## config.mk

```make
export PLATFORM = sky130hd
export DESIGN_NAME = pipe_control_flat
export DESIGN_NICKNAME = d
export VERILOG_FILES = /design/src/rtl/y86_pkg.sv /design/src/rtl/pipe_control_if.sv /design/src/rtl/pipe_hazard_detect.sv /design/src/rtl/pipe_control.sv /design/src/flat_wrapper.sv
export SDC_FILE = /design/constraint.sdc
export NUM_CORES = 1
export LEC_CHECK = 0
export CAP_MARGIN = 5
export CORE_ASPECT_RATIO = 1.4
export CORE_MARGIN = 2
export CORE_UTILIZATION = 49
export DETAILED_ROUTE_END_ITERATION = 7
export PLACE_DENSITY = 0.81
export SLEW_MARGIN = 20
export SYNTH_ARGS = -nofsm -noshare
export SYNTH_HDL_FRONTEND = slang
export SYNTH_SLANG_ARGS = --single-unit
```

## constraint.sdc

```tcl
create_clock -name clk -period 3.25 [get_ports clk]
set_clock_uncertainty 0.2 [all_clocks]
set_input_delay 0.65 -clock clk [delete_from_list [all_inputs] [get_ports clk]]
set_output_delay 0.65 -clock clk [all_outputs]
set_load 0.02 [all_outputs]
```

## src/rtl/y86_pkg.sv

```systemverilog
// ----------------------------------------------------------------------------
// y86_pkg : Y-86 icodes, status codes and pipeline-controller state encoding
// Rev 1.0
// ----------------------------------------------------------------------------
`default_nettype none

package y86_pkg;

    localparam logic [3:0] I_NOP    = 4'h1;
    localparam logic [3:0] I_MRMOVQ = 4'h5;
    localparam logic [3:0] I_OPQ    = 4'h6;
    localparam logic [3:0] I_JXX    = 4'h7;
    localparam logic [3:0] I_RET    = 4'h9;
    localparam logic [3:0] I_POPQ   = 4'hB;

    localparam logic [3:0] RNONE    = 4'hF;

    localparam logic [3:0] STAT_AOK = 4'b1000;
    localparam logic [3:0] STAT_HLT = 4'b0100;
    localparam logic [3:0] STAT_ADR = 4'b0010;
    localparam logic [3:0] STAT_INS = 4'b0001;

    // STEP is a private sub-state of PAUSE; it never appears on the state port.
    typedef enum logic [2:0] {
        ST_IDLE  = 3'd0,
        ST_RUN   = 3'd1,
        ST_PAUSE = 3'd2,
        ST_HALT  = 3'd3,
        ST_STEP  = 3'd4
    } ctrl_state_t;

    function automatic logic is_exception(input logic [3:0] stat);
        return (stat == STAT_HLT) || (stat == STAT_ADR) || (stat == STAT_INS);
    endfunction

    function automatic logic [1:0] state_code(input ctrl_state_t st);
        case (st)
            ST_IDLE:  return 2'd0;
            ST_RUN:   return 2'd1;
            ST_HALT:  return 2'd3;
            default:  return 2'd2;
        endcase
    endfunction

endpackage

`default_nettype wire

```

## src/rtl/pipe_control_if.sv

```systemverilog
// ----------------------------------------------------------------------------
// pipe_control_if : stage-status inputs and stall/bubble/status outputs
// Rev 1.0
// ----------------------------------------------------------------------------
`default_nettype none

interface pipe_control_if #(
    parameter int CNT_W = 64
);
    logic             start;
    logic             step;
    logic             pause;
    logic [3:0]       D_icode;
    logic [3:0]       d_srcA;
    logic [3:0]       d_srcB;
    logic [3:0]       E_icode;
    logic [3:0]       E_dstM;
    logic             e_Cnd;
    logic [3:0]       M_icode;
    logic [3:0]       m_stat;
    logic [3:0]       W_stat;
    logic [3:0]       W_icode;

    logic             F_stall;
    logic             D_stall;
    logic             E_stall;
    logic             M_stall;
    logic             W_stall;
    logic             D_bubble;
    logic             E_bubble;
    logic             M_bubble;
    logic             set_cc;
    logic [1:0]       state;
    logic             halted;
    logic [3:0]       cpu_stat;
    logic [CNT_W-1:0] cycle_cnt;
    logic [CNT_W-1:0] retire_cnt;

    modport master (
        input  start, step, pause, D_icode, d_srcA, d_srcB, E_icode, E_dstM,
               e_Cnd, M_icode, m_stat, W_stat, W_icode,
        output F_stall, D_stall, E_stall, M_stall, W_stall,
               D_bubble, E_bubble, M_bubble, set_cc,
               state, halted, cpu_stat, cycle_cnt, retire_cnt
    );

    modport slave (
        output start, step, pause, D_icode, d_srcA, d_srcB, E_icode, E_dstM,
               e_Cnd, M_icode, m_stat, W_stat, W_icode,
        input  F_stall, D_stall, E_stall, M_stall, W_stall,
               D_bubble, E_bubble, M_bubble, set_cc,
               state, halted, cpu_stat, cycle_cnt, retire_cnt
    );

endinterface

`default_nettype wire

```

## src/rtl/pipe_hazard_detect.sv

```systemverilog
// ----------------------------------------------------------------------------
// pipe_hazard_detect : combinational load-use / ret / mispredict / exception terms
// Rev 1.0
// ----------------------------------------------------------------------------
`default_nettype none

module pipe_hazard_detect
    import y86_pkg::*;
(
    input  logic [3:0] D_icode,
    input  logic [3:0] d_srcA,
    input  logic [3:0] d_srcB,
    input  logic [3:0] E_icode,
    input  logic [3:0] E_dstM,
    input  logic       e_Cnd,
    input  logic [3:0] M_icode,
    input  logic [3:0] m_stat,
    input  logic [3:0] W_stat,
    output logic       lu,
    output logic       ret,
    output logic       mp,
    output logic       exc_m,
    output logic       exc_w
);

    logic e_is_load;

    assign e_is_load = (E_icode == I_MRMOVQ) || (E_icode == I_POPQ);

    assign lu    = e_is_load && (E_dstM != RNONE) &&
                   ((E_dstM == d_srcA) || (E_dstM == d_srcB));
    assign ret   = (D_icode == I_RET) || (E_icode == I_RET) || (M_icode == I_RET);
    assign mp    = (E_icode == I_JXX) && !e_Cnd;
    assign exc_m = is_exception(m_stat);
    assign exc_w = is_exception(W_stat);

endmodule

`default_nettype wire

```

## src/rtl/pipe_control.sv

```systemverilog
// ----------------------------------------------------------------------------
// pipe_control : Y-86 pipeline run/pause/halt FSM, stall/bubble muxing, counters
// Rev 1.0
// ----------------------------------------------------------------------------
`default_nettype none

module pipe_control
    import y86_pkg::*;
#(
    parameter int CNT_W = 64
) (
    input  logic          clk,
    input  logic          rst_n,
    pipe_control_if.master bus
);

    localparam logic [CNT_W-1:0] CNT_ONE = CNT_W'(1);

    ctrl_state_t      cur_state;
    logic [3:0]       stat_latch;
    logic [CNT_W-1:0] cycle_count;
    logic [CNT_W-1:0] retire_count;

    logic lu, ret, mp, exc_m, exc_w;
    logic active;
    logic retire;

    pipe_hazard_detect u_hazard (
        .D_icode (bus.D_icode),
        .d_srcA  (bus.d_srcA),
        .d_srcB  (bus.d_srcB),
        .E_icode (bus.E_icode),
        .E_dstM  (bus.E_dstM),
        .e_Cnd   (bus.e_Cnd),
        .M_icode (bus.M_icode),
        .m_stat  (bus.m_stat),
        .W_stat  (bus.W_stat),
        .lu      (lu),
        .ret     (ret),
        .mp      (mp),
        .exc_m   (exc_m),
        .exc_w   (exc_w)
    );

    assign active = (cur_state == ST_RUN) || (cur_state == ST_STEP);

    // Outside RUN/STEP every stage holds; nothing is bubbled and CCs are frozen.
    always_comb begin
        bus.F_stall  = 1'b1;
        bus.D_stall  = 1'b1;
        bus.E_stall  = 1'b1;
        bus.M_stall  = 1'b1;
        bus.W_stall  = 1'b1;
        bus.D_bubble = 1'b0;
        bus.E_bubble = 1'b0;
        bus.M_bubble = 1'b0;
        bus.set_cc   = 1'b0;
        if (active) begin
            bus.F_stall  = lu | ret;
            bus.D_stall  = lu;
            bus.E_stall  = 1'b0;
            bus.M_stall  = 1'b0;
            bus.W_stall  = exc_w;
            bus.D_bubble = mp | (~lu & ret);
            bus.E_bubble = mp | lu;
            bus.M_bubble = exc_m | exc_w;
            bus.set_cc   = (bus.E_icode == I_OPQ) & ~exc_m & ~exc_w;
        end
    end

    assign retire = active && (bus.W_icode != I_NOP) &&
                    (bus.W_stat == STAT_AOK) && !bus.W_stall;

    always_ff @(posedge clk or negedge rst_n) begin
        if (!rst_n) begin
            cur_state    <= ST_IDLE;
            stat_latch   <= STAT_AOK;
            cycle_count  <= '0;
            retire_count <= '0;
        end else begin
            if (active) begin
                cycle_count <= cycle_count + CNT_ONE;
            end
            if (retire) begin
                retire_count <= retire_count + CNT_ONE;
            end
            if (active && exc_w) begin
                cur_state  <= ST_HALT;
                stat_latch <= bus.W_stat;
            end else begin
                case (cur_state)
                    ST_IDLE, ST_PAUSE: begin
                        if (bus.start) begin
                            cur_state <= ST_RUN;
                        end else if (bus.step) begin
                            cur_state <= ST_STEP;
                        end
                    end
                    ST_STEP: cur_state <= ST_PAUSE;
                    ST_RUN: begin
                        if (bus.pause) begin
                            cur_state <= ST_PAUSE;
                        end
                    end
                    ST_HALT: cur_state <= ST_HALT;
                    default: cur_state <= ST_IDLE;
                endcase
            end
        end
    end

    assign bus.state      = state_code(cur_state);
    assign bus.halted     = (cur_state == ST_HALT);
    assign bus.cpu_stat   = stat_latch;
    assign bus.cycle_cnt  = cycle_count;
    assign bus.retire_cnt = retire_count;

endmodule

`default_nettype wire

```

## src/flat_wrapper.sv

```systemverilog
// flat-port wrapper written by rule: the top's interface ports become plain ports
module pipe_control_flat import y86_pkg::*;
#(
    parameter int CNT_W = 64
)
  (clk, rst_n, bus_start, bus_step, bus_pause, bus_D_icode, bus_d_srcA, bus_d_srcB, bus_E_icode, bus_E_dstM, bus_e_Cnd, bus_M_icode, bus_m_stat, bus_W_stat, bus_W_icode, bus_F_stall, bus_D_stall, bus_E_stall, bus_M_stall, bus_W_stall, bus_D_bubble, bus_E_bubble, bus_M_bubble, bus_set_cc, bus_state, bus_halted, bus_cpu_stat, bus_cycle_cnt, bus_retire_cnt);
  pipe_control_if #(.CNT_W(CNT_W)) bus_i ();
  input  logic clk;
  input  logic rst_n;
  input wire logic [$bits(bus_i.start)-1:0] bus_start;
  input wire logic [$bits(bus_i.step)-1:0] bus_step;
  input wire logic [$bits(bus_i.pause)-1:0] bus_pause;
  input wire logic [$bits(bus_i.D_icode)-1:0] bus_D_icode;
  input wire logic [$bits(bus_i.d_srcA)-1:0] bus_d_srcA;
  input wire logic [$bits(bus_i.d_srcB)-1:0] bus_d_srcB;
  input wire logic [$bits(bus_i.E_icode)-1:0] bus_E_icode;
  input wire logic [$bits(bus_i.E_dstM)-1:0] bus_E_dstM;
  input wire logic [$bits(bus_i.e_Cnd)-1:0] bus_e_Cnd;
  input wire logic [$bits(bus_i.M_icode)-1:0] bus_M_icode;
  input wire logic [$bits(bus_i.m_stat)-1:0] bus_m_stat;
  input wire logic [$bits(bus_i.W_stat)-1:0] bus_W_stat;
  input wire logic [$bits(bus_i.W_icode)-1:0] bus_W_icode;
  output wire logic [$bits(bus_i.F_stall)-1:0] bus_F_stall;
  output wire logic [$bits(bus_i.D_stall)-1:0] bus_D_stall;
  output wire logic [$bits(bus_i.E_stall)-1:0] bus_E_stall;
  output wire logic [$bits(bus_i.M_stall)-1:0] bus_M_stall;
  output wire logic [$bits(bus_i.W_stall)-1:0] bus_W_stall;
  output wire logic [$bits(bus_i.D_bubble)-1:0] bus_D_bubble;
  output wire logic [$bits(bus_i.E_bubble)-1:0] bus_E_bubble;
  output wire logic [$bits(bus_i.M_bubble)-1:0] bus_M_bubble;
  output wire logic [$bits(bus_i.set_cc)-1:0] bus_set_cc;
  output wire logic [$bits(bus_i.state)-1:0] bus_state;
  output wire logic [$bits(bus_i.halted)-1:0] bus_halted;
  output wire logic [$bits(bus_i.cpu_stat)-1:0] bus_cpu_stat;
  output wire logic [$bits(bus_i.cycle_cnt)-1:0] bus_cycle_cnt;
  output wire logic [$bits(bus_i.retire_cnt)-1:0] bus_retire_cnt;
  assign bus_i.start = bus_start;
  assign bus_i.step = bus_step;
  assign bus_i.pause = bus_pause;
  assign bus_i.D_icode = bus_D_icode;
  assign bus_i.d_srcA = bus_d_srcA;
  assign bus_i.d_srcB = bus_d_srcB;
  assign bus_i.E_icode = bus_E_icode;
  assign bus_i.E_dstM = bus_E_dstM;
  assign bus_i.e_Cnd = bus_e_Cnd;
  assign bus_i.M_icode = bus_M_icode;
  assign bus_i.m_stat = bus_m_stat;
  assign bus_i.W_stat = bus_W_stat;
  assign bus_i.W_icode = bus_W_icode;
  assign bus_F_stall = bus_i.F_stall;
  assign bus_D_stall = bus_i.D_stall;
  assign bus_E_stall = bus_i.E_stall;
  assign bus_M_stall = bus_i.M_stall;
  assign bus_W_stall = bus_i.W_stall;
  assign bus_D_bubble = bus_i.D_bubble;
  assign bus_E_bubble = bus_i.E_bubble;
  assign bus_M_bubble = bus_i.M_bubble;
  assign bus_set_cc = bus_i.set_cc;
  assign bus_state = bus_i.state;
  assign bus_halted = bus_i.halted;
  assign bus_cpu_stat = bus_i.cpu_stat;
  assign bus_cycle_cnt = bus_i.cycle_cnt;
  assign bus_retire_cnt = bus_i.retire_cnt;
  pipe_control #(.CNT_W(CNT_W)) u_core (.clk(clk), .rst_n(rst_n), .bus(bus_i));
endmodule
```

Figure 1. Drive-strength map (run 1).
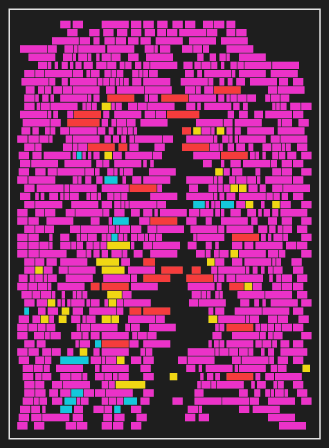
legend:
  _2 cells:
    color: cyan
    cells: 14
    share: 1.6%
    most_used: mux2_2
  _6 and larger:
    color: red
    cells: 27
    share: 3.1%
    most_used: clkbuf_16
  _3 and _4 cells:
    color: yellow
    cells: 30
    share: 3.5%
    most_used: buf_4
  _0 and _1 cells:
    color: magenta
    cells: 796
    share: 92%
    most_used: clkdlybuf4s50_1
Buffers excl. clock: 205
fin worst setup slack: 0.1478 ns

Figure 2. Cell density map (run 1).
The die is cut into 10 by 14 equal tiles; black is low, pale yellow is high, 0 to 100% covered.
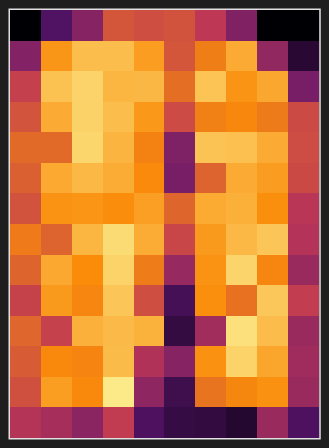
mean over tiles: 63%
fullest tile: 95%
nearly empty tiles: 2.1%
core region area: 13330 um^2
fp_density: 50.14%

==> flow_metrics.env, run 1 <==
# flow metrics
export IMPL_synthCells=643
export IMPL_hpwl_um=13390
export IMPL_ys_cells=643
export IMPL_grt_pass1_wl_um=29310
export IMPL_postPlaceCellArea_um2=8862
export IMPL_cts_tree="built"
export IMPL_maxSlewHeadroom_pct=53.97
export IMPL_crit_type="in2out"
export IMPL_grt_max_degree=64
export IMPL_synthArstFlopShare_pct=100.0
export IMPL_root_buffer="clkbuf_16"
export IMPL_dp_cells=1017
export IMPL_outcome="finished, final reports clean"
export IMPL_numSynthFlops=135
export IMPL_cts_made_buffers=17
export IMPL_vias_per_cell=5.526
export IMPL_synth_avg_cell_area_um2=10.39
export IMPL_placement_rows=50
export IMPL_cp_max_fo=3
export IMPL_yosysWarnings=0
export IMPL_ys_flop_type="dfrtp_1"
export IMPL_log_warning_count=26
export IMPL_wl_per_cell_um=17.04
export IMPL_io_buffers=185
export IMPL_fillers=996
export IMPL_postCtsSetupBuffers=0
export IMPL_irDropWorstVdd_uv=380.9
export IMPL_drv_cap=0
export IMPL_fin_area_um2=9468
export IMPL_num_vias=5797
export IMPL_synth_cell_area_um2=6681
export IMPL_leakagePower_uw=0.004166
export IMPL_tns_ns=0
export IMPL_worstSkewPairLatency_ns=0.41
export IMPL_ys_seq_share_pct=50.58
export IMPL_route_detailed_drc=0
export IMPL_grt_pass1_vias=5927
export IMPL_worstReg2RegEnd="u_core.bus.cycle_cnt[41]"
export IMPL_power_frac_clock_pct=41.8
export IMPL_final_layout_top_logic_cells="clkdlybuf4s50_1, dfrtp_1, xnor2_1"
export IMPL_utilization_pct=71.05
export IMPL_ios=186
export IMPL_ys_types=45
export IMPL_dieArea_um2=14600
Figure 3. Routing congestion map (run 1).
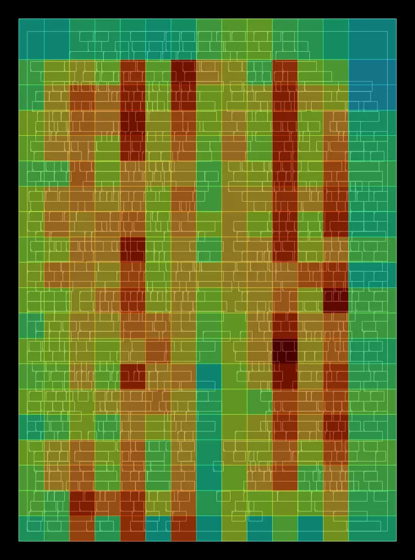
met3 Usage GRT: 7.318%
met2 Track Usage GR: 45.03%

## run 1: cell type report
class	instances	area [um^2]	area share (%)
repair buffers	205	2001	21.13
well taps	182	227.7	2.405
clock buffers	18	439.2	4.639
flip-flops and latches	135	3379	35.69
inverters	21	78.83	0.8326
clock inverters	14	163.9	1.731
multi-input cells	474	3178	33.57
## run 1: worst max path at each step
stage / depth (start not counted) / from / to
finish: 8 / bus_E_icode[2] / bus_D_bubble
detailed placement: 6 / bus_W_stat[0] / bus_set_cc
floorplan: 4 / bus_W_stat[0] / bus_set_cc
global route: 8 / bus_E_dstM[1] / bus_D_bubble
CTS: 5 / u_core.cur_state[2] / bus_M_stall
global placement: 6 / bus_W_stat[0] / bus_set_cc
## run 1: kinds of logic after synthesis
| family | synth area share [%] |
|---|---|
| and+or+nand+nor | 26.85 |
| xor gates and xnor gates | 18.07 |
| DFF | 50.58 |
| buffers and inverters | 2.060 |
| AOI/OAI and AO/OA | 1.386 |
| muxes | 0.6741 |
| adders and majority gates | 0.3745 |
## run 1: worst max-delay path, stage by stage
cell and delay (ns):
clkdlybuf4s50_1 0.49, and3b_1 0.19, o211ai_1 0.17, a21oi_1 0.08
nor2_1 0.13, inv_1 0.07, o2bb2ai_1 0.12, dlygate4sd2_1 0.34
## run 1: state kept, by name, summed over array words and instances (netlist names)
register	cells
u_core.bus.retire_cnt	64
u_core.bus.cpu_stat	4
u_core.cur_state	3
u_core.bus.cycle_cnt	64
## run 1: Yosys cell counts (2+ instances only)
cell type / number / area, um^2
nor3_1: 32 / 160.2
nand3_1: 44 / 220.2
mux2_2: 4 / 45.04
o211ai_1: 3 / 22.52
and3b_1: 2 / 17.52
nor2b_1: 3 / 18.77
nand2b_1: 2 / 12.51
or3_1: 3 / 18.77
nor4bb_1: 3 / 30.03
ha_1: 2 / 25.02
nand2_1: 50 / 187.7
or2_2: 2 / 12.51
nor3b_1: 4 / 30.03
nand4b_1: 2 / 17.52
nor4_4: 3 / 63.81
a21oi_1: 3 / 15.01
inv_1: 20 / 75.07
dfrtp_1: 134 / 3353
xor2_1: 66 / 578.1
and2_1: 12 / 75.07
o21ai_0: 3 / 15.01
nand4_1: 52 / 325.3
clkbuf_1: 7 / 26.28
and3_1: 16 / 100.1
nor4b_1: 3 / 26.28
nand4_2: 2 / 25.02
nor2_1: 45 / 168.9
buf_2: 5 / 25.02
and4_1: 10 / 87.58
xnor2_1: 70 / 613.1
nor4_1: 22 / 137.6
## run 1: timing repair
item	CTS	global route
gates cloned	0	0
endpoints found under the setup margin	8	3
resized	7	4
## run 1: layer usage
| layer | global-route usage (%) | vias up | share of wire [%] |
|---|---|---|---|
| met4 | 10.11 | 0 | 2.3 |
| met1 | 29.04 | 2840 | 38 |
| met3 | 7.318 | 33 | 7.5 |
| met2 | 45.03 | 233 | 53 |
| met5 | 0 | - | 0 |
| li1 | - | 2691 | - |
## run 1: power by group through the flow
stage	Clock [uW]	Sequential [uW]	Combinational, uW
global placement	0	1870	842
floorplan	0	1940	354
detailed placement	0	1880	861
global route	2050	1870	921
CTS	1970	1850	857
finish	1940	1860	855
==> run 1 -> run 2 <==
--- a/config.mk
+++ b/config.mk
@@ -11,7 +11,6 @@
 export CORE_UTILIZATION = 49
 export DETAILED_ROUTE_END_ITERATION = 7
 export PLACE_DENSITY = 0.81
-export SLEW_MARGIN = 20
 export SYNTH_ARGS = -nofsm -noshare
 export SYNTH_HDL_FRONTEND = slang
 export SYNTH_SLANG_ARGS = --single-unit
Figure 4. Routing congestion map (run 2).
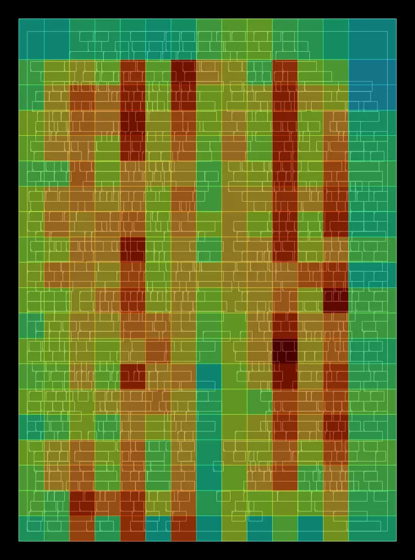
Finished Core Util: 71.05%
WL per Instance: 17.04 um
met1 Use GR: 29.04%
GRT Max-Usage Layer: met2

Figure 5. Cell density map (run 2).
The die is cut into 10 by 14 equal tiles; black is low, pale yellow is high, 0 to 100% covered.
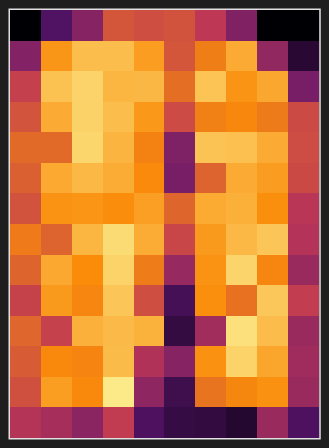
nearly empty tiles: 2.1%
fullest tile: 95%
tiles over 75% full: 43%
mean over tiles: 63%

==> run 2 against run 1 <==
Net effect:
- final cell count stayed put
- fmax is the same
- final area is the same
- sequential power is essentially flat
- total power unchanged
- critical path depth unchanged
- register-to-register slack barely moved
- global-route usage stayed put
- die area unchanged
- via count unchanged
- combinational power barely moved
- count of clock-buffer cells in the layout stayed put
- largest cell class unchanged
- largest power group unchanged
==> flow_metrics.env, run 2 <==
# flow metrics
export IMPL_synthSimpleGateAreaFrac_pct=26.85
export IMPL_log_warning_count=26
export IMPL_ys_flop_type="dfrtp_1"
export IMPL_ys_seq_share_pct=50.58
export IMPL_worstSkewPairLatency_ns=0.41
export IMPL_cp_max_fo=3
export IMPL_path_cells="clkdlybuf4s50_1 -> and3b_1 -> o211ai_1 -> a21oi_1 -> nor2_1 -> inv_1 -> o2bb2ai_1 -> dlygate4sd2_1"
export IMPL_core_um2=13330
export IMPL_ys_types=45
export IMPL_synth_avg_cell_area_um2=10.39
export IMPL_ys_top_cells_by_count="dfrtp_1, xnor2_1, xor2_1"
export IMPL_irDropWorstVdd_uv=380.9
export IMPL_numSynthFlops=135
export IMPL_leakagePower_uw=0.004166
export IMPL_synthAoiAreaFrac_pct=1.386
export IMPL_area_leaders="dfrtp_1, xnor2_1, xor2_1"
export IMPL_yosysTopAreaCellShare_pct=50.19
export IMPL_top_logic_kind="simple AND/OR/NAND/NOR gates"
export IMPL_synthArstFlopShare_pct=100.0
export IMPL_grt_util_met3_pct=7.318
export IMPL_cp_slowest_stage_delay_ns=0.49
export IMPL_worst_path_max_delay_cell="clkdlybuf4s50_1"
export IMPL_grt_pass1_vias=5927
export IMPL_fin_area_um2=9468
export IMPL_synth_xor_area_share_pct=18.07
export IMPL_globalRouteMet2Util_pct=45.03
export IMPL_route_detailed_drc=0
export IMPL_io_buffers=185
export IMPL_tns_ns=0
export IMPL_worstReg2RegEnd="u_core.bus.cycle_cnt[41]"
export IMPL_dp_cells=1017
export IMPL_dieArea_um2=14600
export IMPL_outcome="finished, final reports clean"
export IMPL_num_vias=5797
export IMPL_floorplan_core_util_pct=50.14
## run 2: cell counts in the layout (fill, tap and decap cells not counted)
No cell type changed its count.
## run 2: final cells by class
| cell class | instances | area, um^2 |
|---|---|---|
| fill | 996 | 3857 |
| clock inverter | 14 | 163.9 |
| multi-input combinational | 474 | 3178 |
| clock buffer | 18 | 439.2 |
| tap | 182 | 227.7 |
| inverter | 21 | 78.83 |
| timing repair buffer | 205 | 2001 |
| sequential | 135 | 3379 |
## run 2: routing by layer
metal / routed length [um] / vias to the layer above
met4: 403 / 0
met5: 0 / -
met2: 9424 / 233
met1: 6707 / 2840
li1: - / 2691
met3: 1337 / 33
## run 2: worst max path at each step
stage / depth (start not counted) / start / end / slack (ns)
after floorplan: 4 / bus_W_stat[0] / bus_set_cc / 0.31
after global placement: 6 / bus_W_stat[0] / bus_set_cc / -0.21
after detailed placement: 6 / bus_W_stat[0] / bus_set_cc / -0.23
after CTS: 5 / u_core.cur_state[2] / bus_M_stall / 0.01
after global routing: 8 / bus_E_dstM[1] / bus_D_bubble / 0.02
final: 8 / bus_E_icode[2] / bus_D_bubble / 0.15
## run 2: critical path, delay by kind of cell
| family | cells | cell delay, ns |
|---|---|---|
| buffers and inverters | 3 | 0.90 |
| AOI/OAI and AO/OA | 3 | 0.37 |
| and+or+nand+nor | 2 | 0.32 |
## run 2: cells by family after synthesis
family                   Yosys count
AND/OR/NAND/NOR                  317
adder cells (fa/ha/maj)            2
AND-OR/OR-AND                     14
XOR/XNOR                         137
buffers and inverters             34
multiplexers                       4
flip-flops                       135
## run 2: metrics by stage
stage / worst slack (ns) / hold WS, ns
final: 0.1478 / 0.06802
after global routing: 0.01868 / 0.1147
after CTS: 0.01126 / 0.08926
after detailed placement: -0.2280 / 0.2585
after global placement: -0.2092 / 0.2611
after floorplan: 0.3058 / 0.1544
## run 2: where the power goes
| part | internal (uW) | switching (uW) |
|---|---|---|
| clock | 1170 | 772 |
| sequential | 1760 | 97.0 |
| combinational | 402 | 452 |
| total | 3330 | 1320 |
## run 2: timing repair
item / 4_1_cts / 5_1_grt
resized: 7 / 4
gates cloned: 0 / 0
endpoints found under the setup margin: 8 / 3
pin swaps: 0 / 0
Figure 6. Drive-strength map (run 2).
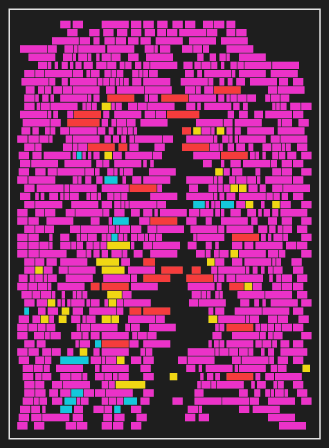

==> run 2 -> run 3 <==
--- a/config.mk
+++ b/config.mk
@@ -8,9 +8,10 @@
 export CAP_MARGIN = 5
 export CORE_ASPECT_RATIO = 1.4
 export CORE_MARGIN = 2
-export CORE_UTILIZATION = 49
+export CORE_UTILIZATION = 48
 export DETAILED_ROUTE_END_ITERATION = 7
-export PLACE_DENSITY = 0.81
+export PLACE_DENSITY = 0.8
 export SYNTH_ARGS = -nofsm -noshare
 export SYNTH_HDL_FRONTEND = slang
+export SYNTH_HIERARCHICAL = 1
 export SYNTH_SLANG_ARGS = --single-unit
Figure 7. Drive-strength map (run 3).
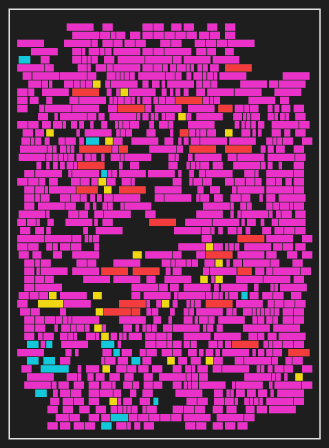
legend:
  _2 cells:
    color: cyan
    cells: 16
    share: 1.8%
    most_used: mux2_2
  _3 and _4 cells:
    color: yellow
    cells: 25
    share: 2.8%
    most_used: buf_4
  _6 and larger:
    color: red
    cells: 25
    share: 2.8%
    most_used: clkbuf_16
  _0 and _1 cells:
    color: magenta
    cells: 816
    share: 93%
    most_used: clkdlybuf4s50_1
area grow syn2layout: 41.97%
fin worst setup slack: -0.008806 ns
Buffers excl. clock: 203
Final Cell Area: 9418 um^2

Figure 8. Routing congestion map (run 3).
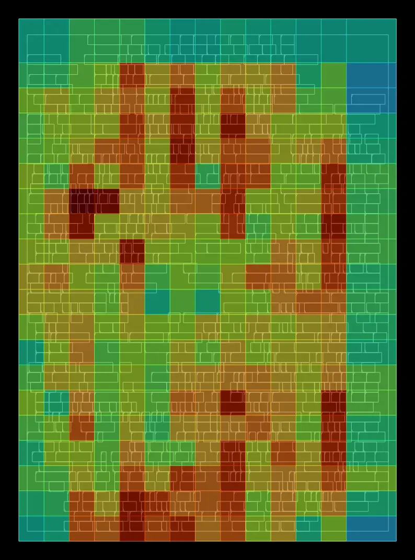
WL per Instance: 17.04 um
met1 Use GR: 28.43%

==> run 3 against run 2 <==
Net effect:
- sequential share of layout area grew 0.19 points
- clock power shrank 5%
- utilization shrank 1.0 points
- synthesized cell count grew 2.0%
- critical path type unchanged
- sequential power is essentially flat
- worst hold slack gained 0.20 ns
- largest power group is now registers
- the run now ends with negative setup slack left
- synthesized area shrank 0.71%
- combinational power shrank 11%
==> flow_metrics.env, run 3 <==
# flow metrics
export IMPL_dp_slack_ns=-0.1994
export IMPL_violations="negative setup slack"
export IMPL_synth_area_leader_cell="dfrtp_1"
export IMPL_top_cell="dfrtp_1"
export IMPL_leakagePower_uw=0.004091
export IMPL_holdWs_ns=0.2722
export IMPL_cp_max_fo=3
export IMPL_crit_type="in2out"
export IMPL_p_sw_uw=1236
export IMPL_utilization_pct=70.02
export IMPL_synth_cell_area_um2=6634
export IMPL_outcome="finished with violations"
export IMPL_cts_made_buffers=17
export IMPL_grt_pass1_vias=6026
export IMPL_dieArea_um2=14790
export IMPL_irDropWorstVdd_uv=332.7
export IMPL_cp_slowest_stage_delay_ns=0.51
export IMPL_ios=186
export IMPL_power_frac_clock_pct=41.3
export IMPL_synthArstFlopShare_pct=100.0
export IMPL_vias_per_cell=5.490
export IMPL_ys_cells=656
export IMPL_area_leaders="dfrtp_1, xnor2_1, xor2_1"
export IMPL_power_frac_seq_pct=41.6
export IMPL_swShare_pct=27.63
export IMPL_drv_cap=0
export IMPL_ys_top_cells_by_count="dfrtp_1, xnor2_1, xor2_1"
export IMPL_fillers=1000
export IMPL_worst_path_max_delay_cell="clkdlybuf4s50_1"
export IMPL_hpwl_um=13370
export IMPL_critical_path_buf_inv_count=4
export IMPL_grt_max_degree=77
export IMPL_path_delay_family="buffers and inverters"
export IMPL_path_cells="clkdlybuf4s50_1 -> buf_4 -> nor3b_2 -> o211ai_1 -> a21oi_2 -> inv_1 -> a21oi_1 -> nor2_1 -> clkdlybuf4s15_1"
export IMPL_io_buffers=185
export IMPL_dp_cells=1031
export IMPL_placement_rows=50
export IMPL_route_detailed_drc=0
export IMPL_num_vias=5841
export IMPL_ys_seq_share_pct=50.94
export IMPL_cts_tree="built"
export IMPL_final_layout_top_logic_cells="clkdlybuf4s50_1, dfrtp_1, xnor2_1, xor2_1, nor2_1"
export IMPL_fin_ws_ns=-0.008806
export IMPL_setup_violations=1
[run 3: power by group through the flow]
stage          Combinational [uW]  Sequential (uW)  Clock [uW]
2_1_floorplan                 304             1950           0
3_3_place_gp                  768             1890           0
3_5_place_dp                  780             1890           0
4_1_cts                       772             1860        1870
5_1_grt                       818             1880        1950
6_report                      763             1860        1850
[run 3: stage by stage]
| step | setup TNS (ns) | power [uW] |
|---|---|---|
| detailed placement | -0.9859 | 2674 |
| CTS | 0 | 4511 |
| floorplan | 0 | 2250 |
| global placement | -0.5026 | 2654 |
| global route | -0.04387 | 4649 |
| finish | -0.008806 | 4473 |
[run 3: routing by layer]
| layer | up-vias | GRT usage (%) | part of all wire, % |
|---|---|---|---|
| met2 | 224 | 44.04 | 54 |
| met1 | 2855 | 28.43 | 39 |
| met5 | - | 0 | 0 |
| li1 | 2727 | - | - |
| met3 | 35 | 5.874 | 4.7 |
| met4 | 0 | 10.60 | 2.3 |
[run 3: layout make-up]
class	instances	area, um^2	share of cell area (%)
multi-input combinational	484	3124	33.17
tap	182	227.7	2.418
clock inverter	12	118.9	1.262
inverter	28	105.1	1.116
clock buffer	20	456.7	4.849
timing repair buffer	203	2006	21.30
sequential	135	3379	35.88
[run 3: path summary, 6_finish.rpt]
kind,end,cells past startpoint,from,slack (ns)
setup / recovery,bus_D_bubble,9,bus_E_icode[2],-0.009
hold / removal,u_core/bus.retire_cnt[63],1,u_core/bus.retire_cnt[63],0.27
setup reg to reg,u_core/bus.cycle_cnt[63],5,u_core/bus.cycle_cnt[22],0.41
hold reg to reg,u_core/bus.retire_cnt[63],1,u_core/bus.retire_cnt[63],0.27
max in group asynchronous,u_core/bus.retire_cnt[19],3,rst_n,1.55
min in group asynchronous,u_core/bus.cycle_cnt[33],2,rst_n,0.45
[run 3: cells by family after synthesis]
kind of cell	after synthesis	share of synthesized area (%)
AOI/OAI and AO/OA	13	1.151
xor gates and xnor gates	137	18.09
adders and majority gates	2	0.3772
buffers and inverters	37	2.244
DFF	135	50.94
muxes	5	0.8487
and+or+nand+nor	327	26.35
[run 3: repair_timing]
action / CTS / global route
endpoints found under the setup margin: 7 / 4
gates resized: 8 / 8
endpoints found under the hold margin: 15 / 0
pin swaps: 0 / 2
hold buffers: 1 / 0
No activity file was given, so power comes from the tool's default toggle rates.
